`src/rtl/dac_frame_scheduler.sv`:
```
// -----------------------------------------------------------------------------
// dac_frame_scheduler
//
// Purpose:
//   Shares one SPI DAC link between waveform channels A and B. Each
//   sampling strobe starts one frame. A frame snapshots both channel words
//   and enables, then issues one 16-bit SPI write per participating channel,
//   A first and then B. Finally it pulses ldac_n low so that both DAC
//   outputs update on the same edge. A strobe that arrives while a frame is
//   still in progress sets the sticky overrun flag and is otherwise ignored.
//
// Word format sent to the SPI master:
//   [15] channel (0 = A, 1 = B)
//   [14] BUF_BIT   (VREF buffer control)
//   [13] GA_N_BIT  (gain select, 1 = 1x)
//   [12] SHDN_N    (1 = output active)
//   [11:0] DAC code
//
// Build option:
//   SAW_DAC_SHDN_EN - when defined, a disabled channel is not skipped.
//   It still receives a write, with SHDN_N = 0 and data 0, so that its
//   output is powered down. Every accepted strobe then produces a
//   two-write frame. When undefined, disabled channels are skipped, and a
//   strobe with both channels disabled starts no frame at all.
//
// Parameters:
//   BUF_BIT      value placed in word bit 14
//   GA_N_BIT     value placed in word bit 13
//   LDAC_CYCLES  clk cycles ldac_n is held low (1..15)
//
// Ports:
//   clk            system clock
//   rst            synchronous reset, active-high
//   clk_sampling   one-cycle sampling strobe (50 kHz)
//   enableA/B      channel participates in frames
//   dacA/B_word    12-bit channel codes
//   spi_tx_data    word presented to the SPI master
//   spi_tx_start   one-cycle start request to the SPI master
//   spi_busy       SPI master transfer in progress
//   spi_done       one-cycle end-of-transfer pulse from the SPI master
//   ldac_n         DAC latch strobe, active-low
//   frame_active   high from strobe acceptance until the LDAC phase ends
//   overrun        sticky: strobe seen while a frame was active
//   overrun_clr    clears overrun (a simultaneous new overrun wins)
// -----------------------------------------------------------------------------
module dac_frame_scheduler #(
  parameter logic        BUF_BIT     = 1'b1,
  parameter logic        GA_N_BIT    = 1'b1,
  parameter int unsigned LDAC_CYCLES = 2
) (
  input  logic        clk,
  input  logic        rst,
  input  logic        clk_sampling,
  input  logic        enableA,
  input  logic        enableB,
  input  logic [11:0] dacA_word,
  input  logic [11:0] dacB_word,
  output logic [15:0] spi_tx_data,
  output logic        spi_tx_start,
  input  logic        spi_busy,
  input  logic        spi_done,
  output logic        ldac_n,
  output logic        frame_active,
  output logic        overrun,
  input  logic        overrun_clr
);

  // A disabled channel either keeps its slot (it is sent as a power-down
  // word) or it is dropped from the frame.
`ifdef SAW_DAC_SHDN_EN
  localparam logic KEEP_DISABLED_SLOTS = 1'b1;
`else
  localparam logic KEEP_DISABLED_SLOTS = 1'b0;
`endif

  // The LDAC counter runs from 0 up to LDAC_CYCLES-1. This gives exactly
  // LDAC_CYCLES cycles with ldac_n low.
  localparam logic [3:0] LDAC_LAST = 4'(LDAC_CYCLES - 1);

  typedef enum logic [2:0] {
    S_IDLE    = 3'd0,
    S_START_A = 3'd1,
    S_WAIT_A  = 3'd2,
    S_START_B = 3'd3,
    S_WAIT_B  = 3'd4,
    S_LDAC    = 3'd5
  } state_t;

  state_t      state_q, state_d;
  logic        en_a_q, en_a_d;
  logic        en_b_q, en_b_d;
  logic [11:0] word_a_q, word_a_d;
  logic [11:0] word_b_q, word_b_d;
  logic [15:0] tx_data_q, tx_data_d;
  logic [3:0]  ldac_cnt_q, ldac_cnt_d;
  logic        overrun_q, overrun_d;

  logic        start_c;
  logic [15:0] tx_word_c;
  logic [15:0] frame_word_a;
  logic [15:0] frame_word_b;

  // Words are built from the snapshot only, so input changes that occur
  // mid-frame never reach the link. A disabled channel can only be sent
  // when disabled slots are kept. It then gets SHDN_N = 0 and zero data.
  assign frame_word_a = {1'b0, BUF_BIT, GA_N_BIT, en_a_q,
                         en_a_q ? word_a_q : 12'h000};
  assign frame_word_b = {1'b1, BUF_BIT, GA_N_BIT, en_b_q,
                         en_b_q ? word_b_q : 12'h000};

  // ---------------------------------------------------------------------------
  // Next-state and output logic
  // ---------------------------------------------------------------------------
  always_comb begin
    state_d    = state_q;
    en_a_d     = en_a_q;
    en_b_d     = en_b_q;
    word_a_d   = word_a_q;
    word_b_d   = word_b_q;
    tx_data_d  = tx_data_q;
    ldac_cnt_d = ldac_cnt_q;
    start_c    = 1'b0;
    tx_word_c  = tx_data_q;

    // The set term is applied after the clear term, so a set and a clear
    // in the same cycle leave overrun set.
    overrun_d = overrun_q;
    if (overrun_clr) begin
      overrun_d = 1'b0;
    end
    if (clk_sampling && (state_q != S_IDLE)) begin
      overrun_d = 1'b1;
    end

    unique case (state_q)
      S_IDLE: begin
        if (clk_sampling) begin
          en_a_d   = enableA;
          en_b_d   = enableB;
          word_a_d = dacA_word;
          word_b_d = dacB_word;
          if (KEEP_DISABLED_SLOTS || enableA) begin
            state_d = S_START_A;
          end else if (enableB) begin
            state_d = S_START_B;
          end
        end
      end

      // The start request is combinational on !spi_busy. The first word
      // therefore goes out in the cycle right after the strobe edge. The
      // word is also driven combinationally in that cycle, and is registered
      // so that it stays stable for the rest of the transfer.
      S_START_A: begin
        if (!spi_busy) begin
          start_c   = 1'b1;
          tx_word_c = frame_word_a;
          tx_data_d = frame_word_a;
          state_d   = S_WAIT_A;
        end
      end

      S_WAIT_A: begin
        if (spi_done) begin
          ldac_cnt_d = 4'd0;
          if (KEEP_DISABLED_SLOTS || en_b_q) begin
            state_d = S_START_B;
          end else begin
            state_d = S_LDAC;
          end
        end
      end

      S_START_B: begin
        if (!spi_busy) begin
          start_c   = 1'b1;
          tx_word_c = frame_word_b;
          tx_data_d = frame_word_b;
          state_d   = S_WAIT_B;
        end
      end

      // There is deliberately no timeout. A lost spi_done parks the frame
      // here, and every later strobe is reported through overrun.
      S_WAIT_B: begin
        if (spi_done) begin
          ldac_cnt_d = 4'd0;
          state_d    = S_LDAC;
        end
      end

      S_LDAC: begin
        if (ldac_cnt_q == LDAC_LAST) begin
          state_d = S_IDLE;
        end else begin
          ldac_cnt_d = ldac_cnt_q + 4'd1;
        end
      end

      default: begin
        state_d = S_IDLE;
      end
    endcase
  end

  // ---------------------------------------------------------------------------
  // State registers
  // ---------------------------------------------------------------------------
  always_ff @(posedge clk) begin
    if (rst) begin
      state_q    <= S_IDLE;
      en_a_q     <= 1'b0;
      en_b_q     <= 1'b0;
      word_a_q   <= 12'h000;
      word_b_q   <= 12'h000;
      tx_data_q  <= 16'h0000;
      ldac_cnt_q <= 4'd0;
      overrun_q  <= 1'b0;
    end else begin
      state_q    <= state_d;
      en_a_q     <= en_a_d;
      en_b_q     <= en_b_d;
      word_a_q   <= word_a_d;
      word_b_q   <= word_b_d;
      tx_data_q  <= tx_data_d;
      ldac_cnt_q <= ldac_cnt_d;
      overrun_q  <= overrun_d;
    end
  end

  // ---------------------------------------------------------------------------
  // Outputs
  // ---------------------------------------------------------------------------
  assign spi_tx_data  = tx_word_c;
  assign spi_tx_start = start_c;
  assign ldac_n       = (state_q != S_LDAC);
  assign frame_active = (state_q != S_IDLE);
  assign overrun      = overrun_q;

endmodule

```
`config.mk`:
```
export PLATFORM = sky130hd
export DESIGN_NAME = dac_frame_scheduler
export DESIGN_NICKNAME = d
export VERILOG_FILES = /design/src/rtl/dac_frame_scheduler.sv
export SDC_FILE = /design/constraint.sdc
export NUM_CORES = 1
export LEC_CHECK = 0
export ABC_AREA = 1
export CORE_UTILIZATION = 24
export CTS_BUF_LIST = sky130_fd_sc_hd__clkbuf_2 sky130_fd_sc_hd__clkbuf_4 sky130_fd_sc_hd__clkbuf_8
export DETAILED_ROUTE_END_ITERATION = 16
export SLEW_MARGIN = 5
export SYNTH_ARGS = -nofsm -noshare
export SYNTH_HDL_FRONTEND = slang
export SYNTH_SLANG_ARGS = --single-unit
```
`constraint.sdc`:
```
create_clock -name clk -period 1.8 [get_ports clk]
set_input_delay 0.18 -clock clk [delete_from_list [all_inputs] [get_ports clk]]
set_output_delay 0.18 -clock clk [all_outputs]
set_load 0.02 [all_outputs]
```
### Wiring by layer

Two of the layers only.
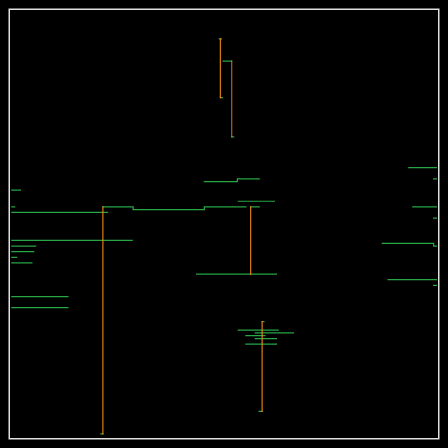
legend:
  M4:
    colour: orange
    wire_length: 126 um
  M3:
    colour: green
    wire_length: 259 um

### Drive-strength map

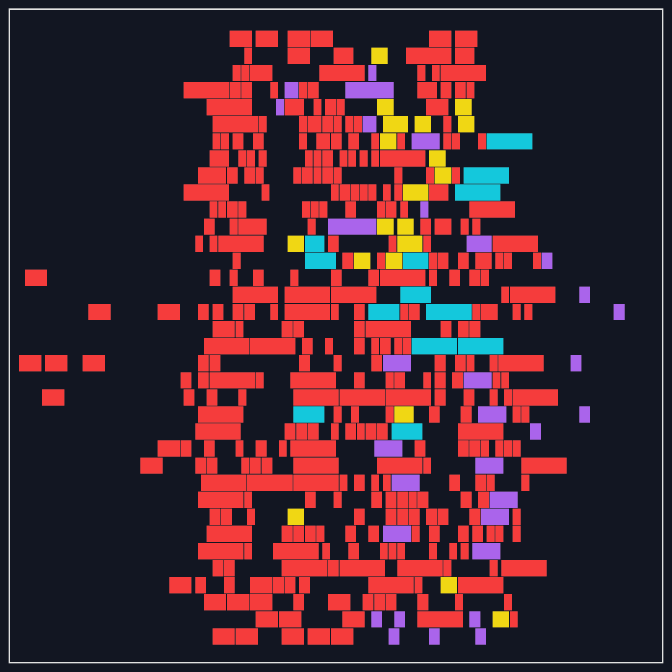
legend:
  x6 and larger:
    colour: cyan
    cells: 13
    most_used: buf_12
  x3 and x4:
    colour: yellow
    cells: 20
    most_used: buf_4
  x1 and smaller:
    colour: red
    cells: 356
    most_used: inv_1
  x2:
    colour: purple
    cells: 31
Setup WS post-layout: 0.1197 ns
Area Growth Syn to Fin: 34.61%

### Register map, names as in the netlist

The bar under the picture is 20 um long.
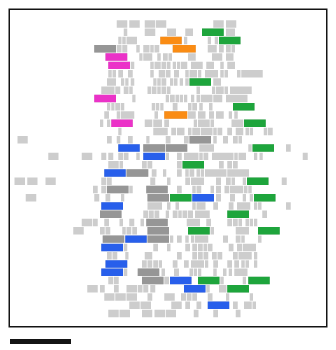
legend:
  state_q:
    colour: orange
    placed_flops: 3
  word_a_q:
    colour: blue
    placed_flops: 12
  ldac_cnt_q:
    colour: magenta
    placed_flops: 4
  tx_data_q:
    colour: green
    placed_flops: 16
not coloured: 15
P_seq: 0.00154 W
fraction of area in registers: 29.93%
Finished Core Util: 33.84%
Flop area: 1003 um^2

### Congestion heat map

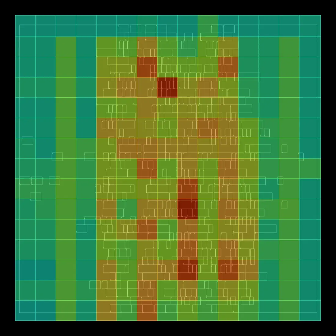
total routing resource utilization after global routing: 12.19%
Global Route met3 Usage: 2.694%
average wire per standard cell: 11.39 um
met1 layer usage reported by global route: 15.61%
Global Route met2 Usage: 19.90%

### Gate families picked out

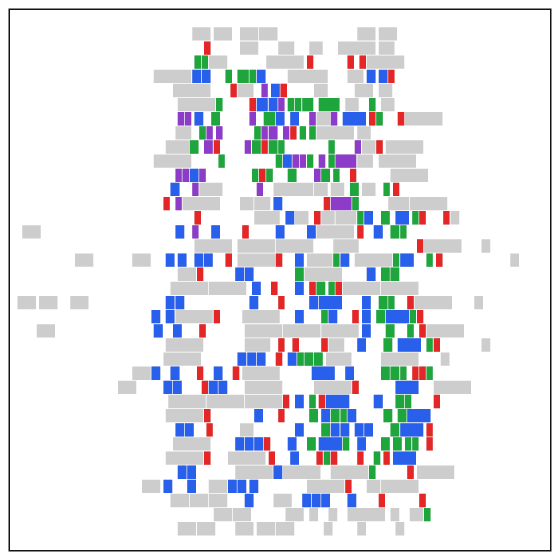
legend:
  inv cells:
    colour: red
    cells: 70
    most_used: inv_1
  nor cells:
    colour: purple
    cells: 28
    most_used: nor2_1
    where: top middle
  nand cells:
    colour: green
    cells: 84
    most_used: nand2_1
  aoi and oai cells:
    colour: blue
    cells: 103
    most_used: o21ai_0

==> summary.txt <==
Figures from the flow reports.

Run status:
- The run finished with clean final reports.

Finish:
- The finished layout holds ~550 standard cells, fillers aside.
- The run puts the count of inserted antenna diode cells at 0.

Power and ir drop:
- The design draws between 0.004 and 0.005 W.
- The run gives the power share of the clock group as 15.7%.
- The run puts the leakage power at 1.500 nW.
- Of the total power, combinational logic draws 50.1%.

Clocking:
- The run puts the maximum buffer depth of the clock tree at 2.
- The run gives the root buffer cell as clkbuf_8.
- In this run, CTS created clock tree buffers numbering 5.

Global routing:
- The first global-routing pass estimated 10670 um of wire.
- The run puts the number of antenna violations at the first check in global routing at 0.
- The run puts the via count of the first global-routing pass at approximately 2300.

Setup path:
- The critical path endpoint has a required time of ~1.6 ns.
- STA classifies the critical path startpoint as a register.
- For this design, the slowest cell found on the critical path is dfxtp_1.
- The worst setup path is captured at an output pin.
- The cell sequence reported for the critical path is inv_2 > nand2_4 > nor2_1 > buf_4 > o22ai_2 > inv_1 > clkdlybuf4s15_1.

Synth:
- The run puts the basic-gate share of the synthesized area counting and, or, nand and nor cells at 19.54%.
- The run puts the XOR/XNOR share of the synthesized area at less than 1%.
- The most used flip-flop cell after synthesis is dfxtp_1.
- The run gives the yosys warning tally as 0.
- The synthesis report lists the most area-consuming cells as dfxtp_1 (40%), o21ai_0 (11%), inv_1 (10%).
- The run gives the cell area after technology mapping as 2491 um^2.
- The run puts the sequential share of the synthesized area at around 40%.
- Yosys reported a register bit count of around 50.
- The number of different library cells used by synthesis comes to 25.
- The run gives the average size of a mapped cell as a little under 7 um^2.
- The run puts the adder and majority cell fraction of the synthesized area at 1.005%.

STA:
- The run gives the worst slew margin relative to its limit as 73.55%.
- The run puts the post-route clock period utilization at 93.35%.
- The run puts the maximum operating frequency at 595.1 MHz.
- The run gives the final critical-path required period as 1.680 ns.

Routing:
- The run gives the post-detailed-route DRC marker count as 0.
- Summed over all layers, the routed wires come to 6300 um.

Worst hold path:
- The run gives the worst hold path cell count as 2.

Floorplan:
- The die is slightly above 100 um tall.
- The core region is 9910 um^2.

Place:
- The count of buffers added on input and output ports is 51.
[per-layer routing]
metal	GRT usage (%)	wire length (um)	vias to the layer above
met2	19.90	2887	43
met3	2.694	259	10
li1	-	-	1266
met1	15.61	3028	1075
met5	0	0	-
met4	4.694	125	0
[cell type report]
type	count	share of cell area, %
multi-input cells	219	33.92
flip-flops and latches	50	29.93
repair buffers	73	20.45
inverters	70	7.836
well taps	133	4.963
clock buffers	5	2.052
clock inverters	3	0.8582
[critical path, delay by kind of cell (launching register included)]
family          cells  cell delay, ns
simple gates        2            0.15
buf+inv             4            0.54
compound gates      1            0.16
flops               1            0.35
[what timing repair did]
item / 4_1_cts / 5_1_grt
cloned: 0 / 0
setup buffers: 0 / 0
hold buffers: 0 / 0
endpoints found under the hold margin: 0 / 0
pin swaps: 1 / 1
resized: 53 / 9
endpoints found under the setup margin: 19 / 7
[worst max-delay path by stage]
| stage | from | to | slack [ns] | depth (start not counted) |
|---|---|---|---|---|
| after CTS | state_q[2] | spi_tx_data[15] | 0.002 | 7 |
| after detailed placement | spi_busy | spi_tx_data[11] | -0.24 | 7 |
| after global routing | en_b_q | spi_tx_data[11] | 0.006 | 5 |
| after global placement | spi_busy | spi_tx_data[11] | -0.23 | 7 |
| final | state_q[2] | spi_tx_data[15] | 0.12 | 7 |
| after floorplan | state_q[0] | tx_data_q[12] | 0.27 | 6 |
[placed cells by master, fill, tap and decap left out, types with 16 or more instances in the layout]
cell type,n
buf_4,16
a21oi_1,33
nand2_1,49
inv_1,67
dfxtp_1,48
nand3_1,31
clkdlybuf4s50_1,32
nor2_1,24
o21ai_0,53
[registers in the layout, indices dropped and copies added, names as in the netlist]
register	count
en_a_q	1
en_b_q	1
ldac_cnt_q	4
overrun	1
state_q	3
tx_data_q	16
word_a_q	12
word_b_q	12
Power figures rest on the tool's default switching activity, not on a simulated workload.
